**src/rtl/ncc_mem_arbiter.sv**
```systemverilog
// Three-requester memory arbiter for the NCC engine: writer-first / round-robin grants with burst
// limit, plus an in-order tag FIFO that routes read returns back to the requester that issued them.
module ncc_mem_arbiter #(
    parameter int unsigned BURST_MAX       = 64,
    parameter int unsigned MAX_OUTSTANDING = 4
) (
    input  logic        clk,
    input  logic        rst,

    input  logic [2:0]  req,
    input  logic [2:0]  req_rd_wr,
    input  logic [2:0]  req_tem_win,
    input  logic [20:0] req_row,
    input  logic [20:0] req_col,
    input  logic [95:0] req_wdata,

    output logic [2:0]  gnt,
    output logic [2:0]  ack,
    output logic [2:0]  rvalid,
    output logic [31:0] rdata,

    output logic        mem_req,
    output logic        mem_rd_wr,
    output logic        mem_tem_win,
    output logic [6:0]  mem_row,
    output logic [6:0]  mem_col,
    output logic [31:0] mem_wdata,
    input  logic        mem_ack,
    input  logic        mem_rvalid,
    input  logic [31:0] mem_rdata,

    output logic        rsp_err
);

    localparam int unsigned CntW = $clog2(BURST_MAX + 1);
    localparam int unsigned OccW = $clog2(MAX_OUTSTANDING + 1);
    localparam int unsigned PtrW = (MAX_OUTSTANDING > 1) ? $clog2(MAX_OUTSTANDING) : 1;

    typedef enum logic [1:0] {StIdle, StGrant, StTurn} state_e;

    state_e              state_q;
    logic [2:0]          gnt_q;
    logic [CntW-1:0]     beat_cnt_q;
    logic                rr_last_q;   // last granted of requesters 0/1 (0 or 1)

    logic [1:0]          tag_mem_q [MAX_OUTSTANDING];
    logic [PtrW-1:0]     wr_ptr_q, rd_ptr_q;
    logic [OccW-1:0]     occ_q;
    logic                rsp_err_q;

    logic [1:0]          gidx;
    logic                sel_req, sel_rd_wr, sel_tem_win;
    logic [6:0]          sel_row, sel_col;
    logic [31:0]         sel_wdata;
    logic                in_grant, fifo_full, fifo_empty;
    logic                beat, last_beat, push, pop;
    logic [2:0]          arb_gnt;
    logic [1:0]          head_tag;

    // Granted requester index and its command fields
    always_comb begin
        case (gnt_q)
            3'b010:  gidx = 2'd1;
            3'b100:  gidx = 2'd2;
            default: gidx = 2'd0;
        endcase
    end

    always_comb begin
        sel_req     = 1'b0;
        sel_rd_wr   = 1'b0;
        sel_tem_win = 1'b0;
        sel_row     = '0;
        sel_col     = '0;
        sel_wdata   = '0;
        case (gidx)
            2'd0: begin
                sel_req     = req[0];
                sel_rd_wr   = req_rd_wr[0];
                sel_tem_win = req_tem_win[0];
                sel_row     = req_row[6:0];
                sel_col     = req_col[6:0];
                sel_wdata   = req_wdata[31:0];
            end
            2'd1: begin
                sel_req     = req[1];
                sel_rd_wr   = req_rd_wr[1];
                sel_tem_win = req_tem_win[1];
                sel_row     = req_row[13:7];
                sel_col     = req_col[13:7];
                sel_wdata   = req_wdata[63:32];
            end
            2'd2: begin
                sel_req     = req[2];
                sel_rd_wr   = req_rd_wr[2];
                sel_tem_win = req_tem_win[2];
                sel_row     = req_row[20:14];
                sel_col     = req_col[20:14];
                sel_wdata   = req_wdata[95:64];
            end
            default: ;
        endcase
    end

    assign in_grant   = (state_q == StGrant);
    assign fifo_full  = (occ_q == OccW'(MAX_OUTSTANDING));
    assign fifo_empty = (occ_q == '0);

    // Reads stall while every tag slot is in use; writes are never throttled
    assign mem_req   = in_grant && sel_req && !(!sel_rd_wr && fifo_full);
    assign beat      = mem_req && mem_ack;
    assign last_beat = beat && (beat_cnt_q == CntW'(BURST_MAX - 1));
    assign push      = beat && !sel_rd_wr;
    assign pop       = mem_rvalid && !fifo_empty;

    assign mem_rd_wr   = in_grant ? sel_rd_wr   : 1'b0;
    assign mem_tem_win = in_grant ? sel_tem_win : 1'b0;
    assign mem_row     = in_grant ? sel_row     : '0;
    assign mem_col     = in_grant ? sel_col     : '0;
    assign mem_wdata   = in_grant ? sel_wdata   : '0;

    assign gnt     = gnt_q;
    assign ack     = beat ? gnt_q : 3'b000;
    assign rdata   = mem_rdata;
    assign rsp_err = rsp_err_q;

    // Writer first; readers 0/1 alternate, favouring the one not granted last
    always_comb begin
        arb_gnt = 3'b000;
        if (req[2]) begin
            arb_gnt = 3'b100;
        end else if (req[0] && req[1]) begin
            arb_gnt = rr_last_q ? 3'b001 : 3'b010;
        end else if (req[0]) begin
            arb_gnt = 3'b001;
        end else if (req[1]) begin
            arb_gnt = 3'b010;
        end
    end

    always_ff @(posedge clk or posedge rst) begin
        if (rst) begin
            state_q    <= StIdle;
            gnt_q      <= 3'b000;
            beat_cnt_q <= '0;
            rr_last_q  <= 1'b1;
        end else begin
            case (state_q)
                StIdle: begin
                    if (req != 3'b000) begin
                        state_q <= StGrant;
                        gnt_q   <= arb_gnt;
                        if (arb_gnt[0]) rr_last_q <= 1'b0;
                        if (arb_gnt[1]) rr_last_q <= 1'b1;
                    end
                end
                StGrant: begin
                    if (!sel_req || last_beat) begin
                        state_q    <= StTurn;
                        gnt_q      <= 3'b000;
                        beat_cnt_q <= '0;
                    end else if (beat) begin
                        beat_cnt_q <= beat_cnt_q + CntW'(1);
                    end
                end
                StTurn: begin
                    state_q <= StIdle;
                end
                default: begin
                    state_q <= StIdle;
                    gnt_q   <= 3'b000;
                end
            endcase
        end
    end

    // Tag FIFO: requester IDs of reads in flight, popped in return order
    assign head_tag = tag_mem_q[rd_ptr_q];

    always_comb begin
        rvalid = 3'b000;
        if (pop) begin
            case (head_tag)
                2'd1:    rvalid = 3'b010;
                2'd2:    rvalid = 3'b100;
                default: rvalid = 3'b001;
            endcase
        end
    end

    always_ff @(posedge clk) begin
        if (push) tag_mem_q[wr_ptr_q] <= gidx;
    end

    always_ff @(posedge clk or posedge rst) begin
        if (rst) begin
            wr_ptr_q  <= '0;
            rd_ptr_q  <= '0;
            occ_q     <= '0;
            rsp_err_q <= 1'b0;
        end else begin
            if (push) begin
                wr_ptr_q <= (wr_ptr_q == PtrW'(MAX_OUTSTANDING - 1)) ? '0 : wr_ptr_q + PtrW'(1);
            end
            if (pop) begin
                rd_ptr_q <= (rd_ptr_q == PtrW'(MAX_OUTSTANDING - 1)) ? '0 : rd_ptr_q + PtrW'(1);
            end
            case ({push, pop})
                2'b10:   occ_q <= occ_q + OccW'(1);
                2'b01:   occ_q <= occ_q - OccW'(1);
                default: ;
            endcase
            if (mem_rvalid && fifo_empty) rsp_err_q <= 1'b1;
        end
    end

endmodule

```
**config.mk**
```make
export PLATFORM = sky130hd
export DESIGN_NAME = ncc_mem_arbiter
export DESIGN_NICKNAME = d
export VERILOG_FILES = /design/src/rtl/ncc_mem_arbiter.sv
export SDC_FILE = /design/constraint.sdc
export NUM_CORES = 1
export LEC_CHECK = 0
export CORE_AREA = 2 2 108 110
export CTS_CLUSTER_DIAMETER = 30
export DETAILED_ROUTE_END_ITERATION = 8
export DIE_AREA = 0 0 110 112
export PLACE_DENSITY = 0.74
export SYNTH_ARGS = -nofsm -noshare
export SYNTH_HDL_FRONTEND = slang
export SYNTH_SLANG_ARGS = --single-unit
```
**constraint.sdc**
```tcl
create_clock -name clk -period 7.76 [get_ports clk]
set_clock_uncertainty 0.2 [all_clocks]
set_input_delay 1.552 -clock clk [delete_from_list [all_inputs] [get_ports clk]]
set_output_delay 1.552 -clock clk [all_outputs]
set_load 0.05 [all_outputs]
```
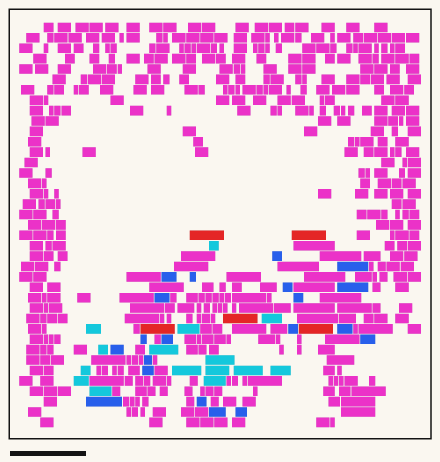
run_1/drive_strength.png
Bar = 20 um.
Key: red = drive 6 and up [cells 5, share 0.95%, most used clkbuf_16]; magenta = drive 1 or less [cells 484, share 92%, most used clkdlybuf4s50_1]; cyan = drive 3 to 4 [cells 15, share 2.9%, most used buf_4]; blue = drive 2 [cells 20, share 3.8%, most used and2_2]

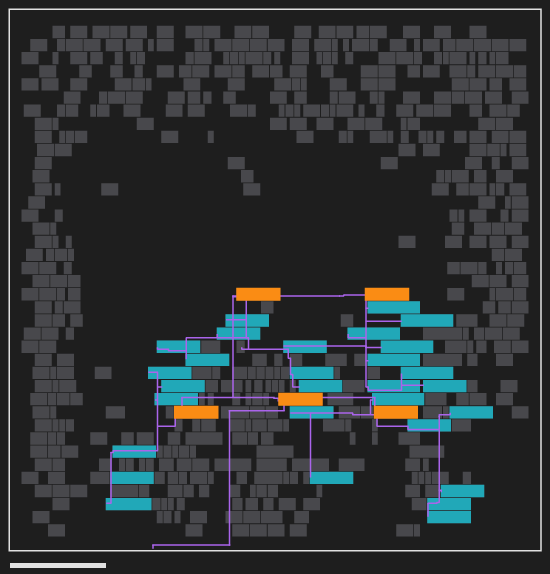
run_1/clock_map.png
Bar = 20 um.
Key: cyan = flip-flops [count 29]; purple = clock wires [length 432 um]; orange = cells driving clock nets [count 5]
There are 6 routed clock nets.

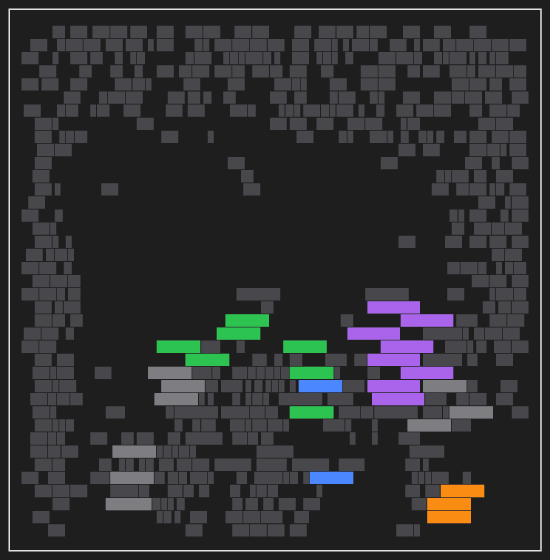
run_1/registers.png
Key: purple = `tag_mem_q` [flops 8]; blue = `wr_ptr_q` [flops 2]; orange = `occ_q` [flops 3]; green = `beat_cnt_q` [flops 7]
area occupied by registers: 767.0 sq um
sequential share of cell area: 15.30%

==> results.yml, run 1 <==
# physical design summary
status:
  status: "complete, no violations"
timing:
  setup_violations: 0
  hold_ws_ps: 252.6
  slew_viol_final: 0
  fin_ws_ps: 2107
pwr:
  power.sequential.total_uw: 294
  p_per_area_nw_per_um2: 432.1
  switching_share_pct: 57.08
  top_power_group: "combinational logic"
  design_power_total_uw: 2166
  pwr.group.clock_uw: 180
routing:
  detail_route.iter0.violations: 206
  post-route-drc-count: 0
  routed-wl-met2_mm: 5.310
  routed_wire_length_per_instance_um: 16.40
floorplan:
  tap-cell-count: 143
  num_rows: 39
  ios: 274
finish:
  number_of_non_filler_instances_in_the_completed_layout: 670
  diodes: 3
  layout.comb_gates.multi_input: 258
  final_cell_mix: "clkdlybuf4s50_1 (209), nand2_1 (55), a21oi_1 (49), a22oi_1 (47), dfrtp_1 (20)"
  n_sequential_cell: 29
  buffers_excl_clock: 212
worst_setup_path:
  critPathSlowestCell: "clkdlybuf4s50_1"
  crit_arrival_ps: 3900
flow_run:
  maxCapViolations: 0
  log.warning_count: 30
global_routing:
  grt-busiest-layer: "met2"
synthesis:
  ys_cells: 361
  edf_count: 8
  yosysUniqueCellTypes: 53
placed_design:
  place_worst_setup_slack_ps: 2118
  placed_cell_areas_sq_um: 4867
clock_tree:
  clock_tree.htree_level_count: 2
  cts_sinks: 29
min_path:
  min_path_type: "reg2reg"
## run 1: final timing paths
check / endpoint / slack [ps] / from / cells after the start
worst max register to register: occ_q[2]$_DFFE_PP0P_ / 4770 / gnt[0]$_DFFE_PP0P_ / 11
worst min-delay path: rsp_err$_DFFE_PP0P_ / 250 / rsp_err$_DFFE_PP0P_ / 1
worst max-delay path: ack[2] / 2110 / req_rd_wr[0] / 7
max in group asynchronous: gnt[2]$_DFFE_PP0P_ / 5290 / rst / 2
worst min register to register: rsp_err$_DFFE_PP0P_ / 250 / rsp_err$_DFFE_PP0P_ / 1
min in group asynchronous: occ_q[2]$_DFFE_PP0P_ / 1540 / rst / 2
## run 1: logic make-up after synthesis
| family | count (synthesis) | share of synthesized area, % |
|---|---|---|
| AOI/OAI and AO/OA | 124 | 29.67 |
| and+or+nand+nor | 112 | 19.45 |
| buffers and inverters | 74 | 14.64 |
| DFF | 29 | 26.32 |
| adders and majority gates | 10 | 4.551 |
| muxes | 9 | 4.465 |
| xor gates and xnor gates | 3 | 0.9018 |
## run 1: synth_stat cells (3+ instances only)
cell	number	area share, %
nor2_1	15	1.9
dfrtp_1	20	17
o21ai_1	3	0.52
a22oi_1	47	12
inv_1	17	2.2
edfxtp_1	8	8.2
a21oi_1	49	8.4
nor3_1	11	1.9
a31oi_1	3	0.64
buf_2	5	0.86
and2_1	6	1.3
and2_2	5	1.3
clkbuf_1	12	1.5
buf_1	3	0.39
buf_4	36	9.3
mux2_2	4	1.5
nand2b_1	3	0.64
ha_1	9	3.9
nand2_1	55	7.1
a211o_1	5	1.5
## run 1: registers in the layout, indices dropped and copies added, names as in the netlist
signal / cells
beat_cnt_q: 7
wr_ptr_q: 2
occ_q: 3
rr_last_q: 1
state_q: 2
gnt: 3
tag_mem_q: 8
rsp_err: 1
rd_ptr_q: 2
--- run 2 (diff from run 1) ---
==> config.mk (replaced) <==
export PLATFORM = sky130hd
export DESIGN_NAME = ncc_mem_arbiter
export DESIGN_NICKNAME = d
export VERILOG_FILES = /design/src/rtl/ncc_mem_arbiter.sv
export SDC_FILE = /design/constraint.sdc
export NUM_CORES = 1
export LEC_CHECK = 0
export CORE_AREA = 2 2 106 108
export CTS_CLUSTER_DIAMETER = 30
export DETAILED_ROUTE_END_ITERATION = 8
export DIE_AREA = 0 0 108 110
export PLACE_DENSITY = 0.76
export SYNTH_ARGS = -nofsm -noshare
export SYNTH_HDL_FRONTEND = slang
export SYNTH_SLANG_ARGS = --single-unit
==> constraint.sdc (replaced) <==
create_clock -name clk -period 5.9 [get_ports clk]
set_clock_uncertainty 0.2 [all_clocks]
set_input_delay 1.18 -clock clk [delete_from_list [all_inputs] [get_ports clk]]
set_output_delay 1.18 -clock clk [all_outputs]
set_load 0.05 [all_outputs]
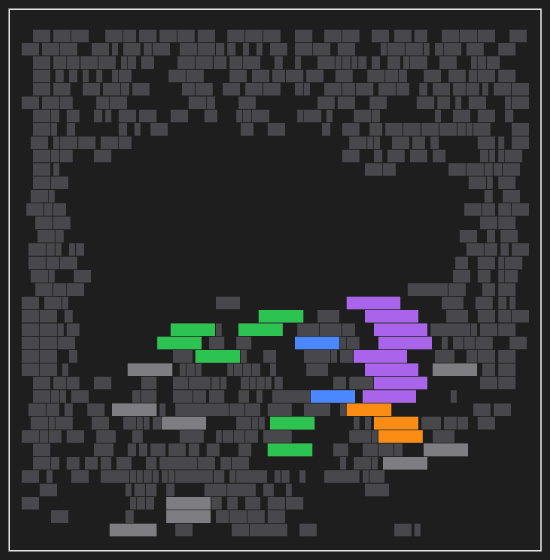
run_2/registers.png
final core occ: 46.41%
sequential share of cell area: 15.45%

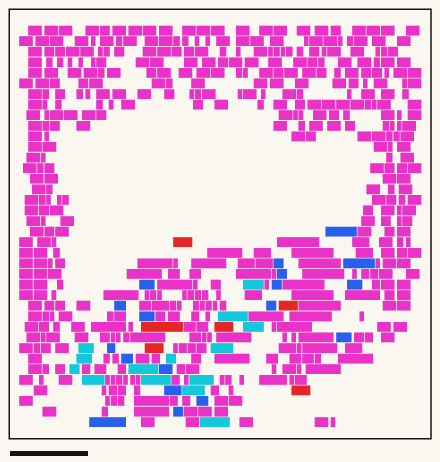
run_2/drive_strength.png
Bar = 20 um.
min setup slack post-route: 948.7 ps
design area: 4965 sq um

==> run 2 against run 1 <==
Net effect:
- combinational power grew 31%
- clock-buffer cell count is the same
- sequential share of layout area grew 0.15 points
- largest power group unchanged
- area after synthesis is the same
==> results.yml, run 2 <==
# physical design summary
status:
  status: "complete, no violations"
pwr:
  power.sequential.total_uw: 387
  design_power_total_uw: 2795
  pwr.group.clock_uw: 203
  switching_share_pct: 57.45
  p_per_area_nw_per_um2: 563.0
worst_setup_path:
  crit_arrival_ps: 3570
finish:
  largest_register_ffs: 8
  sequential_cell_area_sq_um: 767.0
  final_cell_mix: "clkdlybuf4s50_1 (209), nand2_1 (55), a21oi_1 (49), a22oi_1 (47), dfrtp_1 (20)"
  buffers_excl_clock: 211
  layout.comb_gates.multi_input: 258
  diodes: 1
synthesis:
  yosysWarnings: 0
  top_area_cell: "dfrtp_1"
  yosysUniqueCellTypes: 53
  edf_count: 8
  top_area_share_pct: 17.17
  ys_top_cells_by_area: "dfrtp_1 (17%), a22oi_1 (12%), buf_4 (9.3%)"
  ys_cells: 361
  synth.most_common_cell: "nand2_1"
  most_frequent_cells_after_synthesis: "nand2_1 (55), a21oi_1 (49), a22oi_1 (47), buf_4 (36), dfrtp_1 (20)"
timing:
  slew_viol_final: 0
  setup_violations: 0
global_routing:
  grt-busiest-layer: "met2"
flow_run:
  log.warning_count: 30
floorplan:
  ios: 274
  num_rows: 38
routing:
  routed-wl-met2_mm: 5.186
  detail_route.iter0.violations: 219
  routed_wire_length_per_instance_um: 16.32
clock_tree:
  cts_sinks: 29
  clock_tree.htree_level_count: 2
## run 2: cell count changes in the layout (fill, tap and decap cells not counted)
cell	delta
diode_2	-2
buf_4	-1
clkinv_1	+1
bufinv_16	+1
clkbuf_8	+5
clkinv_2	-2
clkbuf_16	-5
## run 2: cells by family (layout without fill, tap and decap cells)
kind of cell,count (synthesis),count (layout),share of synthesized area (%)
other,0,1,0
buffers and inverters,74,236,14.64
adders and majority gates,10,10,4.551
and+or+nand+nor,112,112,19.45
muxes,9,9,4.465
DFF,29,29,26.32
AOI/OAI and AO/OA,124,124,29.67
xor gates and xnor gates,3,3,0.9018
## run 2: path summary, 6_finish.rpt
kind                                        start                 endpoint  slack (ps)  cells past startpoint
min in group asynchronous                     rst      rsp_err$_DFFE_PP0P_        1150                      2
setup reg to reg           state_q[1]$_DFFE_PP0P_     occ_q[2]$_DFFE_PP0P_        2830                      9
hold reg to reg               rsp_err$_DFFE_PP0P_      rsp_err$_DFFE_PP0P_         260                      1
setup / recovery                     req_rd_wr[0]                   ack[0]         950                      7
max in group asynchronous                     rst  wr_ptr_q[1]$_DFFE_PP0P_        3830                      2
hold / removal                rsp_err$_DFFE_PP0P_      rsp_err$_DFFE_PP0P_         260                      1
## run 2: per-stage QoR
step | util, % | setup slack [ps] | std cells | hold slack [ps] | cell area (sq um)
global placement | 45.39 | 1044 | 655 | 247.5 | 4856
global route | 46.39 | 770.7 | 663 | 292.4 | 4962
floorplan | - | 1713 | 361 | 254.9 | 2914
finish | 46.41 | 948.7 | 664 | 259.9 | 4965
CTS | 46.39 | 948.5 | 663 | 268.6 | 4962
detailed placement | 45.39 | 956.5 | 655 | 254.5 | 4856
## run 2: worst max-delay path: cells and delay by family
kind | cells | cell delay, ps
compound gates | 2 | 410
buf+inv | 2 | 1390
simple gates | 3 | 590
No activity file was given, so power comes from the tool's default toggle rates.
